**Run 1: floorplan with the power grid**

Bar = 100 µm. Pins as bars on the die edge.
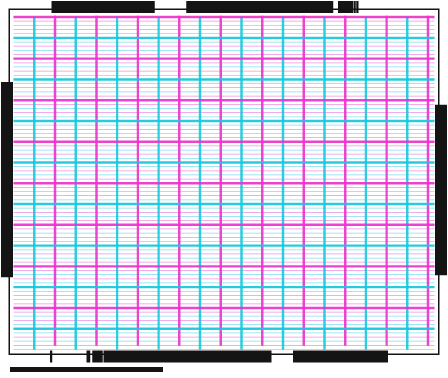
**Run 1: placement by cell class**

Bar = 100 µm.
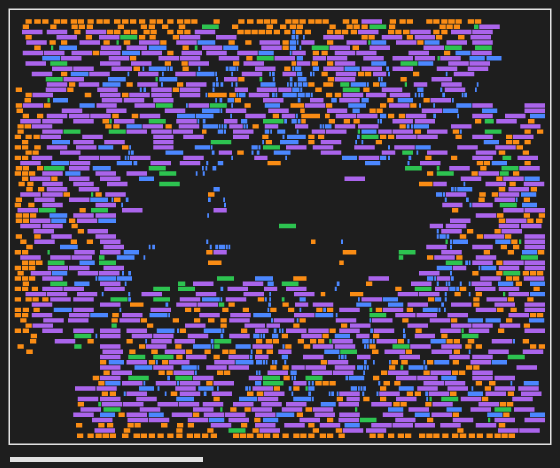
**Run 1: routed clock nets over the placement**

Bar = 100 µm.
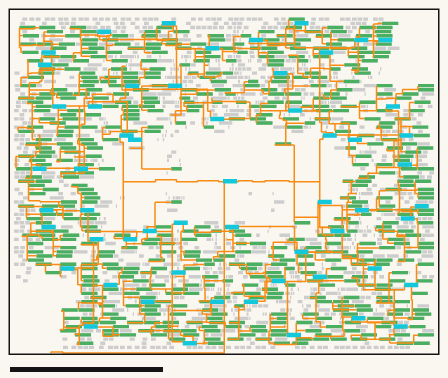
[src/rtl/npu_definitions.sv]
`default_nettype none
// ============================================================================
// Module : npu_definitions (package)
// Brief  : Shared NPU widths, activation selector and drain FSM states.
// Rev    : 1.0  initial release
// ============================================================================
package npu_definitions;

    localparam int ACC_WIDTH = 32;

    typedef enum logic [1:0] {
        ACT_NONE = 2'd0,
        ACT_RELU = 2'd1,
        ACT_GELU = 2'd2,
        ACT_TANH = 2'd3
    } activation_type_t;

    typedef enum logic [0:0] {
        IDLE  = 1'b0,
        DRAIN = 1'b1
    } drain_state_t;

endpackage
`default_nettype wire

[src/rtl/acc_sat_add.sv]
`default_nettype none
// ============================================================================
// Module : acc_sat_add
// Brief  : Combinational signed saturating adder (clamps to min/max).
// Rev    : 1.0  initial release
// ============================================================================
module acc_sat_add #(
    parameter int WIDTH = 32
) (
    input  logic [WIDTH-1:0] a_i,
    input  logic [WIDTH-1:0] b_i,
    output logic [WIDTH-1:0] sum_o
);

    localparam logic [WIDTH-1:0] C_MAX = {1'b0, {(WIDTH-1){1'b1}}};
    localparam logic [WIDTH-1:0] C_MIN = {1'b1, {(WIDTH-1){1'b0}}};

    logic [WIDTH-1:0] w_sum;
    logic             w_ovf;

    // Overflow only when both operands share a sign the wrapped sum lacks.
    assign w_sum = a_i + b_i;
    assign w_ovf = (a_i[WIDTH-1] == b_i[WIDTH-1]) && (w_sum[WIDTH-1] != a_i[WIDTH-1]);
    assign sum_o = !w_ovf ? w_sum : (a_i[WIDTH-1] ? C_MIN : C_MAX);

endmodule
`default_nettype wire

[src/rtl/accumulator_drain.sv]
`default_nettype none
// ============================================================================
// Module : accumulator_drain
// Brief  : Captures a row of accumulators and streams it one lane per cycle.
//          Optional per-lane saturating bias under macro ACC_DRAIN_BIAS_EN.
// Rev    : 1.0  initial release
// ============================================================================
module accumulator_drain #(
    parameter int ACC_WIDTH = npu_definitions::ACC_WIDTH,
    parameter int NUM_LANES = 16,
    parameter int LANE_W    = $clog2(NUM_LANES)
) (
    input  logic                                clk,
    input  logic                                rst,
    input  logic                                load_valid,
    output logic                                load_ready,
    input  logic [NUM_LANES*ACC_WIDTH-1:0]      load_data,
    input  logic                                load_last,
    input  npu_definitions::activation_type_t   load_act_type,
`ifdef ACC_DRAIN_BIAS_EN
    input  logic [NUM_LANES*ACC_WIDTH-1:0]      bias_data,
`endif
    output logic                                out_valid,
    input  logic                                out_ready,
    output logic [ACC_WIDTH-1:0]                out_data,
    output logic [LANE_W-1:0]                   out_lane,
    output logic                                out_last,
    output npu_definitions::activation_type_t   out_act_type,
    output logic                                busy
);

    import npu_definitions::*;

    localparam logic [LANE_W-1:0] C_LAST_LANE = LANE_W'(NUM_LANES - 1);

    drain_state_t           state_q;
    logic [LANE_W-1:0]      lane_q;
    logic                   last_q;
    logic [ACC_WIDTH-1:0]   out_data_q;
    logic                   out_last_q;
    activation_type_t       out_act_q;
    logic [ACC_WIDTH-1:0]   buf_q [NUM_LANES];
    logic [ACC_WIDTH-1:0]   row_d [NUM_LANES];

    logic                   w_final_hs;
    logic                   w_load;
    logic [LANE_W-1:0]      w_lane_nxt;

    genvar gi;
    generate
        for (gi = 0; gi < NUM_LANES; gi++) begin : g_lane
`ifdef ACC_DRAIN_BIAS_EN
            acc_sat_add #(
                .WIDTH (ACC_WIDTH)
            ) u_sat_add (
                .a_i   (load_data[gi*ACC_WIDTH +: ACC_WIDTH]),
                .b_i   (bias_data[gi*ACC_WIDTH +: ACC_WIDTH]),
                .sum_o (row_d[gi])
            );
`else
            assign row_d[gi] = load_data[gi*ACC_WIDTH +: ACC_WIDTH];
`endif
        end
    endgenerate

    assign w_final_hs = (state_q == DRAIN) && (lane_q == C_LAST_LANE) && out_ready;
    assign load_ready = !rst && ((state_q == IDLE) || w_final_hs);
    assign w_load     = load_valid && load_ready;
    assign w_lane_nxt = lane_q + LANE_W'(1);

    // Row storage needs no reset: it is only observed after a fresh load.
    always_ff @(posedge clk) begin
        if (w_load) begin
            buf_q <= row_d;
        end
    end

    always_ff @(posedge clk) begin
        if (rst) begin
            state_q    <= IDLE;
            lane_q     <= '0;
            last_q     <= 1'b0;
            out_data_q <= '0;
            out_last_q <= 1'b0;
            out_act_q  <= ACT_NONE;
        end else if (w_load) begin
            state_q    <= DRAIN;
            lane_q     <= '0;
            last_q     <= load_last;
            out_data_q <= row_d[0];
            out_last_q <= 1'b0;
            out_act_q  <= load_act_type;
        end else if ((state_q == DRAIN) && out_ready) begin
            if (lane_q == C_LAST_LANE) begin
                state_q    <= IDLE;
                out_last_q <= 1'b0;
            end else begin
                lane_q     <= w_lane_nxt;
                out_data_q <= buf_q[w_lane_nxt];
                out_last_q <= last_q && (w_lane_nxt == C_LAST_LANE);
            end
        end
    end

    assign out_valid    = (state_q == DRAIN);
    assign busy         = (state_q == DRAIN);
    assign out_data     = out_data_q;
    assign out_lane     = lane_q;
    assign out_last     = out_last_q;
    assign out_act_type = out_act_q;

endmodule
`default_nettype wire

[config.mk]
export PLATFORM = sky130hd
export DESIGN_NAME = accumulator_drain
export DESIGN_NICKNAME = d
export VERILOG_FILES = /design/src/rtl/npu_definitions.sv /design/src/rtl/acc_sat_add.sv /design/src/rtl/accumulator_drain.sv
export SDC_FILE = /design/constraint.sdc
export NUM_CORES = 1
export LEC_CHECK = 0
export CAP_MARGIN = 20
export CORE_ASPECT_RATIO = 0.8
export CORE_MARGIN = 2
export CORE_UTILIZATION = 35
export CTS_CLUSTER_SIZE = 25
export DETAILED_ROUTE_END_ITERATION = 8
export GPL_ROUTABILITY_DRIVEN = 1
export SLEW_MARGIN = 30
export SYNTH_ARGS = -nofsm -noshare
export SYNTH_HDL_FRONTEND = slang
export SYNTH_HIERARCHICAL = 1
export SYNTH_SLANG_ARGS = --single-unit
[constraint.sdc]
create_clock -name clk -period 4.84 [get_ports clk]
set_clock_uncertainty 0.1 [all_clocks]
set_input_delay 0.968 -clock clk [delete_from_list [all_inputs] [get_ports clk]]
set_output_delay 0.968 -clock clk [all_outputs]
set_load 0.005 [all_outputs]
==> metrics.csv, run 1 <==
stage,metric,value,unit
status,outcome,"complete, no violations",
global_route,busiest_layer,met2,
layout,largest_register_ffs,512,
sta,fin_crit_sh,75.3,%
synth,ys_warn_count,6,
hold_path,holdPathEnd,out_act_type[0],
critical_path,path_max_fanout,12,
power_and_ir_drop,pwr-share-comb,9.3,%
die,die_w,280,µm
critical_path,worst-path-stages,4,
synth,synth_top_cell_by_count,edfxtp_1,
routing,vias,12300,
layout,fin_area,29700,µm²
power_and_ir_drop,irDropWorstVdd,267,µV
global_route,use_met1,27.3,%
cts,cts.sinks,553,
layout,largest_class,registers,
synth,yosysTopAreaCellShare,72.0,%
power_and_ir_drop,power_switching,0.00231,W
global_route,grt_pass1_wl,90000,µm
routing,ant_nets,0,
critical_path,setup.worst_path.end_class,output port,
global_route,grt_util_met3,4.18,%
power_and_ir_drop,clock_power,0.00449,W
layout,mi_logic_area,4730,µm²
power_and_ir_drop,design_power_total,0.0110,W
cts,numCtsBuffers,56,
layout,utilization,49.6,%
cts,cts_root_buffer,clkbuf_16,
synth,ys_cells,1067,
power_and_ir_drop,pg_comb,0.00102,W
layout,nNonClkInverters,1,
layout,nNetsFinal,2162,
synth,synth_area_per_cell,20.0,µm²
power_and_ir_drop,switching_share,20.9,%
synth,ys_async_sr_fraction,0,%
synth,topCombFamilyByArea,multiplexers,
routing,viasPerCell,4.99,
die,rows,80,
synth,synth_nets,1588,
synth,synthTopCellsByArea,"edfxtp_1 72%, mux4_2 9.2%, mux4_1 5.0%",
synth,yosys_area,21400,µm²
sta,worst_pin_slew,1040,ps
-- 'floorplan with the power grid' (at the start) --
Key: magenta = VDD; cyan = VSS
561 signal pins sit on the boundary. 81 met1 rails follow the rows. 16 straps on met5.

-- 'placement by cell class' (at the start) --
Key: blue = all other logic [cells 451, share of their area 16%]; purple = flip-flops [cells 553, share of their area 56%]; orange = other buffers and delay cells [cells 579, share of their area 21%]; green = clock drivers and dummy loads [cells 106, share of their area 6.7%]

-- 'routed clock nets over the placement' (at the start) --
Key: cyan = cells driving clock nets [count 56]; green = flip-flops [count 553]; orange = clock wires [length 6950 µm]
Position of the flops: all over the die. There are 57 routed clock nets.

--- run 2 (diff from run 1) ---
clock period = 3.6 ns   (was 4.84 ns; I/O delays follow)
==> metrics.csv, run 2 <==
stage,metric,value,unit
status,outcome,"complete, no violations",
routing,vias,12300,
hold_path,holdPathEnd,out_last,
critical_path,setup.worst_path.end_class,output port,
synth,ys_warn_count,6,
die,rows,80,
power_and_ir_drop,pwr-share-comb,9.8,%
layout,fin_area,29700,µm²
power_and_ir_drop,irDropWorstVdd,363,µV
synth,yosysTopAreaCellShare,72.0,%
cts,cts.sinks,553,
routing,ant_nets,0,
cts,numCtsBuffers,57,
layout,nNonClkInverters,1,
sta,fin_crit_sh,87.1,%
critical_path,path_max_fanout,8,
synth,synthTopCellsByArea,"edfxtp_1 72%, mux4_2 9.2%, mux4_1 5.0%",
layout,nNetsFinal,2173,
global_route,grt_pass1_wl,90000,µm
place,hpwl,47100,µm
sta,worst_pin_slew,895,ps
power_and_ir_drop,switching_share,21.1,%
global_route,busiest_layer,met2,
synth,synth_nets,1588,
layout,largest_class,registers,
critical_path,worst-path-stages,3,
layout,utilization,49.6,%
synth,yosys_area,21400,µm²
cts,cts_root_buffer,clkbuf_16,
synth,ys_cells,1067,
synth,ys_async_sr_fraction,0,%
power_and_ir_drop,pg_comb,0.00144,W
die,die_w,280,µm
layout,largest_register_ffs,512,
global_route,grt_util_met3,5.18,%
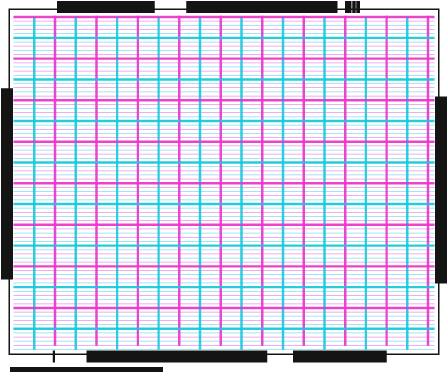
**Above:** run 2 (floorplan with the power grid).
Bar = 100 µm. Pins as bars on the die edge.
Key: cyan = VSS; magenta = VDD
561 signal pins sit on the boundary. 16 straps on met5. 20 straps on met4.

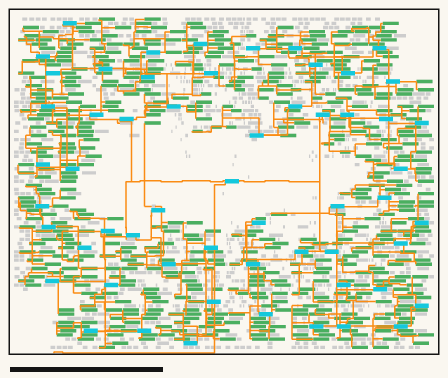
**Above:** run 2 (routed clock nets over the placement).
Bar = 100 µm.
Key: orange = clock wires [length 6940 µm]; cyan = cells driving clock nets [count 57]; green = flip-flops [count 553]
Position of the flops: all over the die. There are 58 routed clock nets.

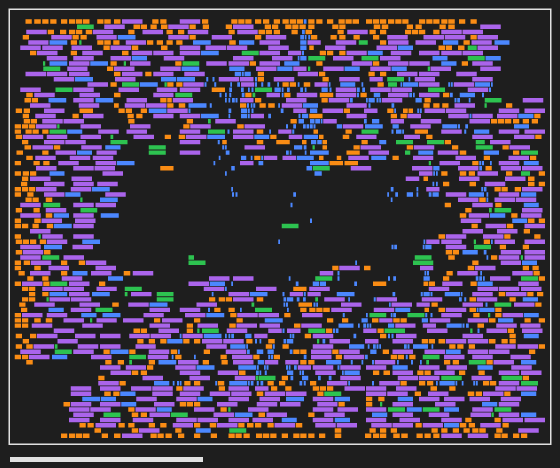
**Above:** run 2 (placement by cell class).
Bar = 100 µm.
Key: green = clock drivers and dummy loads [cells 104, share of their area 6.3%]; blue = all other logic [cells 451, share of their area 16%]; orange = other buffers and delay cells [cells 589, share of their area 21%]; purple = flip-flops [cells 553, share of their area 56%]

Power and IR drop assume default switching activity.
